### Clock wires, drivers and flops, run 1

Bar = 20 um.
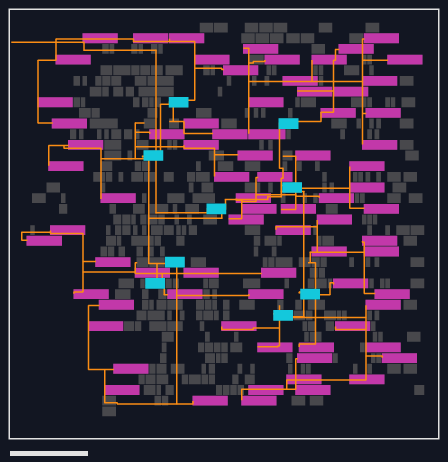
### The clock network, run 1

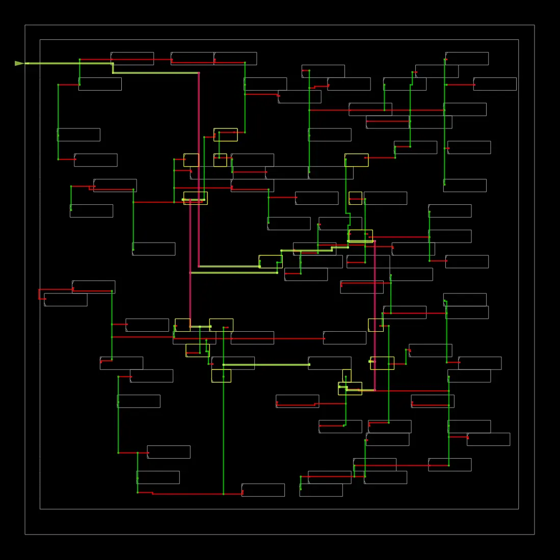
### Cell classes on the final placement, run 1

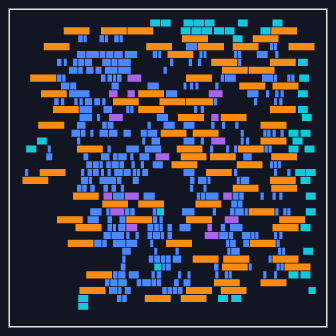
--- src/rtl/avr_progmem_pkg.sv ---
// ---------------------------------------------------------------------------
// avr_progmem_pkg
// Shared definitions for the program-memory loader: loader FSM state
// encoding and the default frame start marker.
// ---------------------------------------------------------------------------
package avr_progmem_pkg;

  typedef enum logic [2:0] {
    IDLE    = 3'd0,
    LEN_LO  = 3'd1,
    LEN_HI  = 3'd2,
    DATA_LO = 3'd3,
    DATA_HI = 3'd4,
    CHECK   = 3'd5
  } state_t;

  localparam logic [7:0] DEFAULT_SYNC_BYTE = 8'hA5;

endpackage

--- src/rtl/avr_cpu_progmem_loader.sv ---
// ---------------------------------------------------------------------------
// avr_cpu_progmem_loader
// Receives a framed byte stream (SYNC, LEN_LO, LEN_HI, 2*LEN data bytes,
// CHK), assembles little-endian 16-bit words and drives the write port of
// the CPU program memory. The CPU is held in reset from the start of a
// frame until a frame with a matching checksum completes.
//
// Ports:
//   clk        in   system clock, rising edge
//   rst_n      in   asynchronous active-low reset
//   rx_data    in   incoming byte
//   rx_valid   in   rx_data valid
//   rx_ready   out  loader accepts bytes (low only while in reset)
//   mem_we     out  one-cycle write strobe per assembled word
//   mem_waddr  out  word write address
//   mem_wdata  out  word write data {high byte, low byte}
//   cpu_hold   out  CPU reset request, active high
//   load_done  out  one-cycle pulse after a good frame
//   load_error out  sticky error, cleared by the next accepted SYNC byte
// ---------------------------------------------------------------------------
module avr_cpu_progmem_loader
  import avr_progmem_pkg::*;
#(
  parameter int         ADDR_WIDTH = 9,
  parameter int         MEM_SIZE   = 512,
  parameter logic [7:0] SYNC_BYTE  = DEFAULT_SYNC_BYTE
) (
  input  logic                  clk,
  input  logic                  rst_n,
  input  logic [7:0]            rx_data,
  input  logic                  rx_valid,
  output logic                  rx_ready,
  output logic                  mem_we,
  output logic [ADDR_WIDTH-1:0] mem_waddr,
  output logic [15:0]           mem_wdata,
  output logic                  cpu_hold,
  output logic                  load_done,
  output logic                  load_error
);

  // One extra bit so that LEN == MEM_SIZE fits in the remaining-word count.
  localparam int CNT_W = ADDR_WIDTH + 1;

  state_t                r_state,      w_state_next;
  logic                  r_rx_ready;
  logic [7:0]            r_len_lo,     w_len_lo_next;
  logic [CNT_W-1:0]      r_count,      w_count_next;
  logic [ADDR_WIDTH-1:0] r_addr,       w_addr_next;
  logic [7:0]            r_chk,        w_chk_next;
  logic [7:0]            r_data_lo,    w_data_lo_next;
  logic                  r_mem_we,     w_mem_we_next;
  logic [ADDR_WIDTH-1:0] r_mem_waddr,  w_mem_waddr_next;
  logic [15:0]           r_mem_wdata,  w_mem_wdata_next;
  logic                  r_cpu_hold,   w_cpu_hold_next;
  logic                  r_load_done,  w_load_done_next;
  logic                  r_load_error, w_load_error_next;

  logic                  w_accept;
  logic [15:0]           w_len;

  assign w_accept = rx_valid && r_rx_ready;
  assign w_len    = {rx_data, r_len_lo};

  always_ff @(posedge clk or negedge rst_n) begin
    if (!rst_n) begin
      r_state      <= IDLE;
      r_rx_ready   <= 1'b0;
      r_len_lo     <= '0;
      r_count      <= '0;
      r_addr       <= '0;
      r_chk        <= '0;
      r_data_lo    <= '0;
      r_mem_we     <= 1'b0;
      r_mem_waddr  <= '0;
      r_mem_wdata  <= '0;
      r_cpu_hold   <= 1'b1;   // program presumed invalid after reset
      r_load_done  <= 1'b0;
      r_load_error <= 1'b0;
    end else begin
      r_state      <= w_state_next;
      r_rx_ready   <= 1'b1;
      r_len_lo     <= w_len_lo_next;
      r_count      <= w_count_next;
      r_addr       <= w_addr_next;
      r_chk        <= w_chk_next;
      r_data_lo    <= w_data_lo_next;
      r_mem_we     <= w_mem_we_next;
      r_mem_waddr  <= w_mem_waddr_next;
      r_mem_wdata  <= w_mem_wdata_next;
      r_cpu_hold   <= w_cpu_hold_next;
      r_load_done  <= w_load_done_next;
      r_load_error <= w_load_error_next;
    end
  end

  always_comb begin
    w_state_next      = r_state;
    w_len_lo_next     = r_len_lo;
    w_count_next      = r_count;
    w_addr_next       = r_addr;
    w_chk_next        = r_chk;
    w_data_lo_next    = r_data_lo;
    w_mem_we_next     = 1'b0;
    w_mem_waddr_next  = r_mem_waddr;
    w_mem_wdata_next  = r_mem_wdata;
    w_cpu_hold_next   = r_cpu_hold;
    w_load_done_next  = 1'b0;
    w_load_error_next = r_load_error;

    if (w_accept) begin
      case (r_state)
        IDLE: begin
          // Anything other than the marker is line noise and is dropped.
          if (rx_data == SYNC_BYTE) begin
            w_cpu_hold_next   = 1'b1;
            w_load_error_next = 1'b0;
            w_addr_next       = '0;
            w_chk_next        = '0;
            w_state_next      = LEN_LO;
          end
        end
        LEN_LO: begin
          w_len_lo_next = rx_data;
          w_state_next  = LEN_HI;
        end
        LEN_HI: begin
          if (w_len > 16'(MEM_SIZE)) begin
            w_load_error_next = 1'b1;
            w_state_next      = IDLE;
          end else begin
            w_count_next = w_len[CNT_W-1:0];
            w_state_next = (w_len == 16'd0) ? CHECK : DATA_LO;
          end
        end
        DATA_LO: begin
          w_data_lo_next = rx_data;
          w_chk_next     = r_chk + rx_data;
          w_state_next   = DATA_HI;
        end
        DATA_HI: begin
          w_chk_next       = r_chk + rx_data;
          w_mem_we_next    = 1'b1;
          w_mem_waddr_next = r_addr;
          w_mem_wdata_next = {rx_data, r_data_lo};
          // After the last word of a MEM_SIZE frame this wraps, but it is
          // never used again before the next SYNC resets it.
          w_addr_next      = r_addr + 1'b1;
          w_count_next     = r_count - 1'b1;
          w_state_next     = (r_count == CNT_W'(1)) ? CHECK : DATA_LO;
        end
        CHECK: begin
          if (rx_data == r_chk) begin
            w_load_done_next = 1'b1;
            w_cpu_hold_next  = 1'b0;
          end else begin
            w_load_error_next = 1'b1;
          end
          w_state_next = IDLE;
        end
        default: w_state_next = IDLE;
      endcase
    end
  end

  assign rx_ready   = r_rx_ready;
  assign mem_we     = r_mem_we;
  assign mem_waddr  = r_mem_waddr;
  assign mem_wdata  = r_mem_wdata;
  assign cpu_hold   = r_cpu_hold;
  assign load_done  = r_load_done;
  assign load_error = r_load_error;

endmodule

--- config.mk ---
export PLATFORM = sky130hd
export DESIGN_NAME = avr_cpu_progmem_loader
export DESIGN_NICKNAME = d
export VERILOG_FILES = /design/src/rtl/avr_progmem_pkg.sv /design/src/rtl/avr_cpu_progmem_loader.sv
export SDC_FILE = /design/constraint.sdc
export NUM_CORES = 1
export LEC_CHECK = 0
export ABC_AREA = 0
export CORE_MARGIN = 3
export CORE_UTILIZATION = 35
export CTS_CLUSTER_DIAMETER = 150
export CTS_CLUSTER_SIZE = 30
export DETAILED_ROUTE_END_ITERATION = 12
export HOLD_SLACK_MARGIN = 0.02
export PLACE_DENSITY_LB_ADDON = 0.08
export SYNTH_ARGS = -nofsm -noshare
export SYNTH_HDL_FRONTEND = slang
export SYNTH_SLANG_ARGS = --single-unit
--- constraint.sdc ---
create_clock -name clk -period 4.1 [get_ports clk]
set_input_delay 0.82 -clock clk [delete_from_list [all_inputs] [get_ports clk]]
set_output_delay 0.82 -clock clk [all_outputs]
set_load 0.02 [all_outputs]
==> flow_metrics.tcl, run 1 <==
# implementation run metrics
set metrics [dict create \
    worstSetupPathType "primary input to flip-flop" \
    edf_count 0 \
    comb_cells 284 \
    seq_share_pct 43.2 \
    flop_cell "dfrtp_1" \
    ys_cells 386 \
    wl_met1_um 4480 \
    min_path_cells 2 \
    status "finished clean" \
    largest_register_ff_count 16 \
    antenna_found_initial 0 \
    max_slew_margin_pct 35.6 \
    r2r-start "r_state[2]" \
    fp_nets 408 \
    flop_area_um2 1900 \
    yosys.area.top_type "dfrtp_1" \
    io_buffers 40 \
    syn_inst 386 \
    rsz0062_at_grt "false" \
    min_from "r_data_lo[7]" \
    avgSynthCellArea_um2 9.66 \
    clock_cell_area_share_pct 4.12 \
    drt_iter0_drc 127 \
    crit_end "r_chk[6]" \
    async_reset_ff_share_pct 100 \
    cpLargestDelayFamily "buffers and inverters" \
]
About 'Clock wires, drivers and flops':
Key: cyan = cells driving clock nets [count 9]; orange = clock wires [length 1130 um]; magenta = flip-flops [count 76]
Position of the flops: all over the die.
Insertion Delay late pin: 0.36 ns
worst clock skew: 0.00855 ns
P_clk: 0.000550 W

About 'The clock network':
Num Clock Sinks: 76
clock buffer count: 9
seq_cells: 76
CTS Buf Count: 9

About 'Cell classes on the final placement':
Key: blue = all other logic [cells 294]; cyan = other buffers and delay cells [cells 42]; orange = flip-flops [cells 76]; purple = clock drivers and dummy loads [cells 16]
# rows: 37
Final Core Density: 42.7%

run 1: report_power, final:
part	internal (W)	switching, W	leakage [nW]	total (W)
clock	0.000229	0.000320	0.0886	0.000550
combinational	0.000172	0.000192	0.944	0.000364
sequential	0.000841	0.0000813	1.01	0.000923
run 1: kinds of logic (layout without fill, tap and decap cells):
logic type	Yosys count	after routing	synth area share, %
AND/OR/NAND/NOR	177	177	22.2
flip-flops	76	76	51.0
AND-OR/OR-AND	65	65	11.3
buffers and inverters	26	68	3.29
multiplexers	16	16	4.83
XOR/XNOR	14	14	3.29
adder cells (fa/ha/maj)	11	11	3.89
other	1	1	0.101
run 1: synthesized netlist by cell type (2+ instances only):
cell and instances:
o311ai_1 2, clkbuf_1 4, o21a_1 2, a21oi_1 15
buf_2 8, a31oi_1 2, nand2_1 95, nor2b_1 2
nand3_1 15, xnor2_1 3, nor3_2 2, xor2_1 11
o21ai_0 20, nor3_1 10, a21o_1 4, and3_1 6
and4b_1 2, nand2b_1 2, buf_4 2, and2_1 2
ha_1 10, dfrtp_1 75, inv_1 9, nor2_1 25
mux2_2 16, nor4_1 5, or4_1 2, o211ai_1 4
a22oi_1 3
run 1: stage by stage:
stage	std cells	utilization, %
after global routing	564	42.7
after CTS	564	42.7
after detailed placement	548	40.9
after floorplan	386	-
after global placement	548	40.9
final	564	42.7
run 1: placed cells by master (no fill, tap or decap), drive strengths merged, types with 2 or more instances in the layout:
cell type,instances
a21o,4
a21oi,15
a22oi,3
a31oi,2
and2,2
and3,6
and4b,2
buf,3
clkbuf,9
clkdlybuf4s50,39
clkinvlp,2
dfrtp,75
ha,10
inv,14
mux2,16
nand2,96
nand2b,2
nand3,15
nor2,26
nor2b,2
nor3,13
nor4,6
o211ai,4
o21a,2
o21ai,22
o311ai,2
or4,2
xnor2,3
xor2,11
==> run 1 -> run 2 <==
==> constraint.sdc (replaced) <==
create_clock -name clk -period 2.41 [get_ports clk]
set_input_delay 0.482 -clock clk [delete_from_list [all_inputs] [get_ports clk]]
set_output_delay 0.482 -clock clk [all_outputs]
set_load 0.02 [all_outputs]
==> flow_metrics.tcl, run 2 <==
# implementation run metrics
set metrics [dict create \
    cts_buffers 9 \
    remaining_drc_errors 0 \
    io_buffers 40 \
    fp_nets 408 \
    place_inst 589 \
    edf_count 0 \
    common_cells "nand2_1, dfrtp_1, nor2_1" \
    finalClockSkew_ns 0.0122 \
    top_cell "nand2_1" \
    num_rows 37 \
    yosys.area.top_type "dfrtp_1" \
    flop_cell "dfrtp_1" \
    wl_met1_um 4380 \
    finalNonFillerCells 604 \
    mostFrequentLayoutCell "nand2_1" \
    avgSynthCellArea_um2 9.66 \
    rsz0062_at_grt "false" \
    grt_pass1_vias 2847 \
    top_layer "met4" \
    max_slew_margin_pct 58.5 \
    async_reset_ff_share_pct 100 \
    status "finished clean" \
    antenna_found_initial 0 \
    worstSetupPathType "primary input to flip-flop" \
    drt_iter0_drc 233 \
    most-common-layout-cells "nand2_1, dfrtp_1, buf_4" \
    largest_register_ff_count 16 \
    cts_num_sinks 76 \
    syn_inst 386 \
]
run 2: cell counts after synthesis:
Identical to the previous run, type by type.
run 2: cell families (layout without fill, tap and decap cells):
logic type	Yosys count	count (layout)	synth area share, %
adders and majority gates	11	11	3.89
other	1	1	0.101
DFF	76	76	51.0
and+or+nand+nor	177	177	22.2
AOI/OAI and AO/OA	65	65	11.3
muxes	16	16	4.83
xor gates and xnor gates	14	14	3.29
buffers and inverters	26	108	3.29
run 2: where the power goes:
group,switching (W),internal (W)
sequential,0.000136,0.00143
clock,0.000495,0.000368
combinational,0.000346,0.000357
run 2: layout make-up:
type | instances | area, um^2 | share of cell area (%)
Inverter | 10 | 37.5 | 0.799
Sequential cell | 76 | 1900 | 40.5
Clock inverter | 6 | 41.3 | 0.879
Clock buffer | 9 | 124 | 2.64
Timing Repair Buffer | 83 | 721 | 15.3
Multi-Input combinational cell | 284 | 1700 | 36.2
Tap cell | 136 | 170 | 3.62
run 2: final timing paths:
| check | from | slack (ns) | to | cells after the start |
|---|---|---|---|---|
| min | rst_n | 0.13 | mem_waddr[5] | 1 |
| max in group asynchronous | rst_n | 1.57 | r_data_lo[6] | 2 |
| max | rx_data[0] | 0.19 | r_chk[6] | 10 |
| min in group clk | r_data_lo[2] | 0.47 | mem_wdata[2] | 2 |
| max reg2reg | r_len_lo[5] | 0.50 | r_count[7] | 6 |
| min reg2reg | r_data_lo[2] | 0.47 | mem_wdata[2] | 2 |
run 2: worst max-delay path, cell delays in order:
cell and delay, ns:
clkdlybuf4s50_1 0.63, ha_1 0.22, inv_1 0.05, fa_1 0.39, nor2b_1 0.11, o21ai_0 0.07, nand2b_1 0.11, a31oi_1 0.11
xor2_1 0.15, o21ai_0 0.16
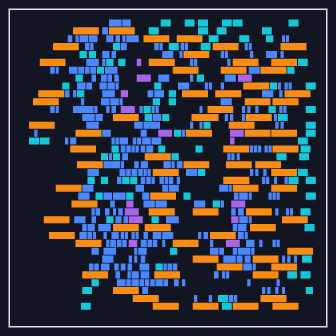
*Cell classes on the final placement, run 2*
Key: cyan = other buffers and delay cells [cells 83]; orange = flip-flops [cells 76]; blue = all other logic [cells 294]; purple = clock drivers and dummy loads [cells 15]
Core Region: 10300 um^2
register share of the cell area: 40.5%

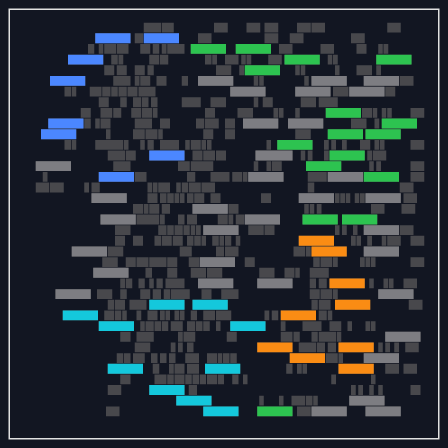
*Where the registers sit, run 2*
Key: blue = r_chk [sequential cells 8, where top left]; green = mem_wdata [sequential cells 16]; cyan = r_count [sequential cells 10, where bottom middle]; orange = r_addr [sequential cells 9]
Another 33 sequential cells are not coloured.
Final Core Density: 45.5%
sequential cell area: 1900 um^2
P_seq: 0.00157 W

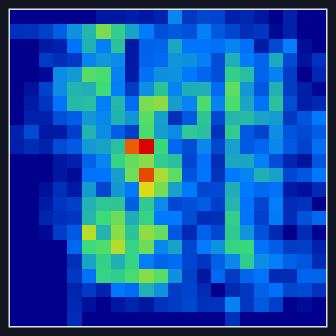
*Wire density map, run 2*
22 x 22 tiles, from dark blue (low) to red (high), scaled to the fullest tile. Values are wire area over tile area, all layers added.
The mean over all tiles is 0.12. The densest ninth of the die: middle. 18% of the tiles are nearly empty.
gr usage total: 16.5%
vias: 3017
average wire per standard cell: 15.2 um

==> run 2 -> run 3 <==
--- a/config.mk
+++ b/config.mk
@@ -13,6 +13,7 @@
 export DETAILED_ROUTE_END_ITERATION = 12
 export HOLD_SLACK_MARGIN = 0.02
 export PLACE_DENSITY_LB_ADDON = 0.08
+export SLEW_MARGIN = 40
 export SYNTH_ARGS = -nofsm -noshare
 export SYNTH_HDL_FRONTEND = slang
 export SYNTH_SLANG_ARGS = --single-unit
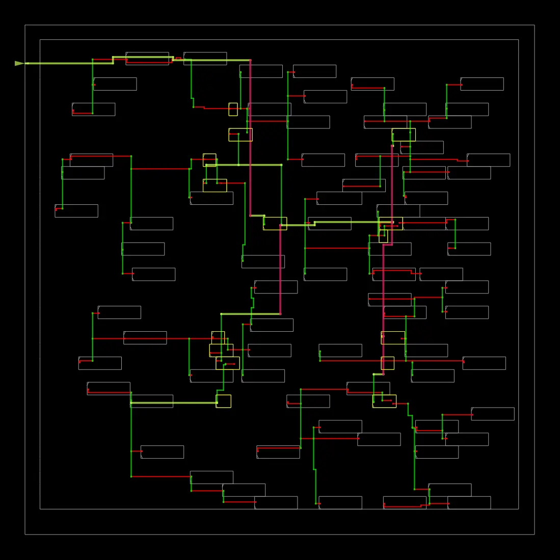
*The clock network, run 3*
P_clk: 0.000862 W
worst clock skew: 0.0122 ns
Insertion Delay late pin: 0.35 ns

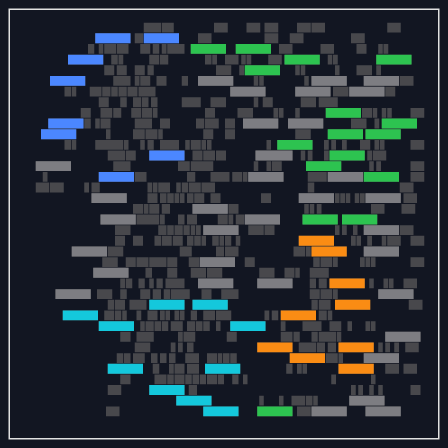
*Where the registers sit, run 3*
Key: cyan = r_count [sequential cells 10, where bottom middle]; blue = r_chk [sequential cells 8, where top left]; green = mem_wdata [sequential cells 16]; orange = r_addr [sequential cells 9]
Another 33 sequential cells are not coloured.

==> flow_metrics.tcl, run 3 <==
# implementation run metrics
set metrics [dict create \
    cts_num_sinks 76 \
    cp_common_cell "o21ai_0" \
    largest_register_ff_count 16 \
    ys_sh_adder_pct 3.89 \
    intPower_w 0.00216 \
    rsz0062_at_grt "false" \
    async_reset_ff_share_pct 100 \
    status "finished clean" \
    avgSynthCellArea_um2 9.66 \
    max_stage_delay_ns 0.63 \
    powerComb_w 0.000702 \
    r2r-start "r_len_lo[5]" \
    drt_iter0_drc 233 \
    most-common-layout-cells "nand2_1, dfrtp_1, buf_4" \
    r2r_slack_ns 0.50 \
    rr_endpoint "r_count[7]" \
    worstSetupPathType "primary input to flip-flop" \
    common_cells "nand2_1, dfrtp_1, nor2_1" \
    comb_power_share_pct 22.4 \
    core_area_um2 10300 \
    switchingPower_w 0.000976 \
    fin_util_pct 45.5 \
    flop_cell "dfrtp_1" \
    top_cell "nand2_1" \
    powerSeq_w 0.00157 \
    cts_buffers 9 \
    syn_inst 386 \
    place_inst 589 \
    yosys.area.top_type "dfrtp_1" \
    worstPathCellList "clkdlybuf4s50_1 -> ha_1 -> inv_1 -> fa_1 -> nor2b_1 -> o21ai_0 -> nand2b_1 -> a31oi_1 -> xor2_1 -> o21ai_0" \
    ys_sh_mux_pct 4.83 \
    swShare_pct 31.2 \
]
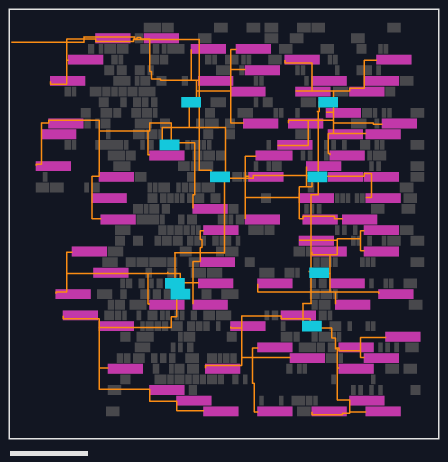
*Clock wires, drivers and flops, run 3*
Bar = 20 um.
Key: orange = clock wires [length 1090 um]; cyan = cells driving clock nets [count 9]; magenta = flip-flops [count 76]
Position of the flops: all over the die.
Clock Power Share: 27.5%

## run 3: per-layer routing
layer  up-vias  routed length (um)
met5         -                   0
met2        66                4330
met1      1452                4380
li1       1491                   -
met4         0                 103
met3         8                 357
## run 3: worst min path at each step
stage / to / slack (ns)
detailed placement: mem_wdata[2] / 0.45
global route: mem_waddr[3] / 0.16
CTS: mem_waddr[0] / 0.15
global placement: mem_wdata[7] / 0.45
floorplan: load_done / 0.19
finish: mem_waddr[5] / 0.13
## run 3: layout make-up
cell class / count / area (um^2)
inverters: 10 / 37.5
flip-flops and latches: 76 / 1900
clock inverters: 6 / 41.3
fillers: 1007 / 5620
multi-input cells: 284 / 1700
well taps: 136 / 170
repair buffers: 83 / 721
clock buffers: 9 / 124
## run 3: cells by family after synthesis
| kind of cell | count (synthesis) |
|---|---|
| AND-OR/OR-AND | 65 |
| adder cells (fa/ha/maj) | 11 |
| AND/OR/NAND/NOR | 177 |
| other | 1 |
| flip-flops | 76 |
| XOR/XNOR | 14 |
| buffers and inverters | 26 |
| multiplexers | 16 |
## run 3: worst max-delay path: cells and delay by family
| family | cells | cell delay (ns) |
|---|---|---|
| buffers and inverters | 2 | 0.68 |
| xor gates and xnor gates | 1 | 0.15 |
| AOI/OAI and AO/OA | 3 | 0.34 |
| adders and majority gates | 2 | 0.61 |
| and+or+nand+nor | 2 | 0.22 |
## run 3: per-stage QoR
| stage | instance area (um^2) | worst slack [ns] |
|---|---|---|
| after floorplan | 3730 | 0.623 |
| after global placement | 4530 | -0.205 |
| after detailed placement | 4530 | -0.187 |
| after CTS | 4700 | 0.186 |
| after global routing | 4700 | 0.0763 |
| final | 4700 | 0.191 |
Power figures rest on the tool's default switching activity, not on a simulated workload.
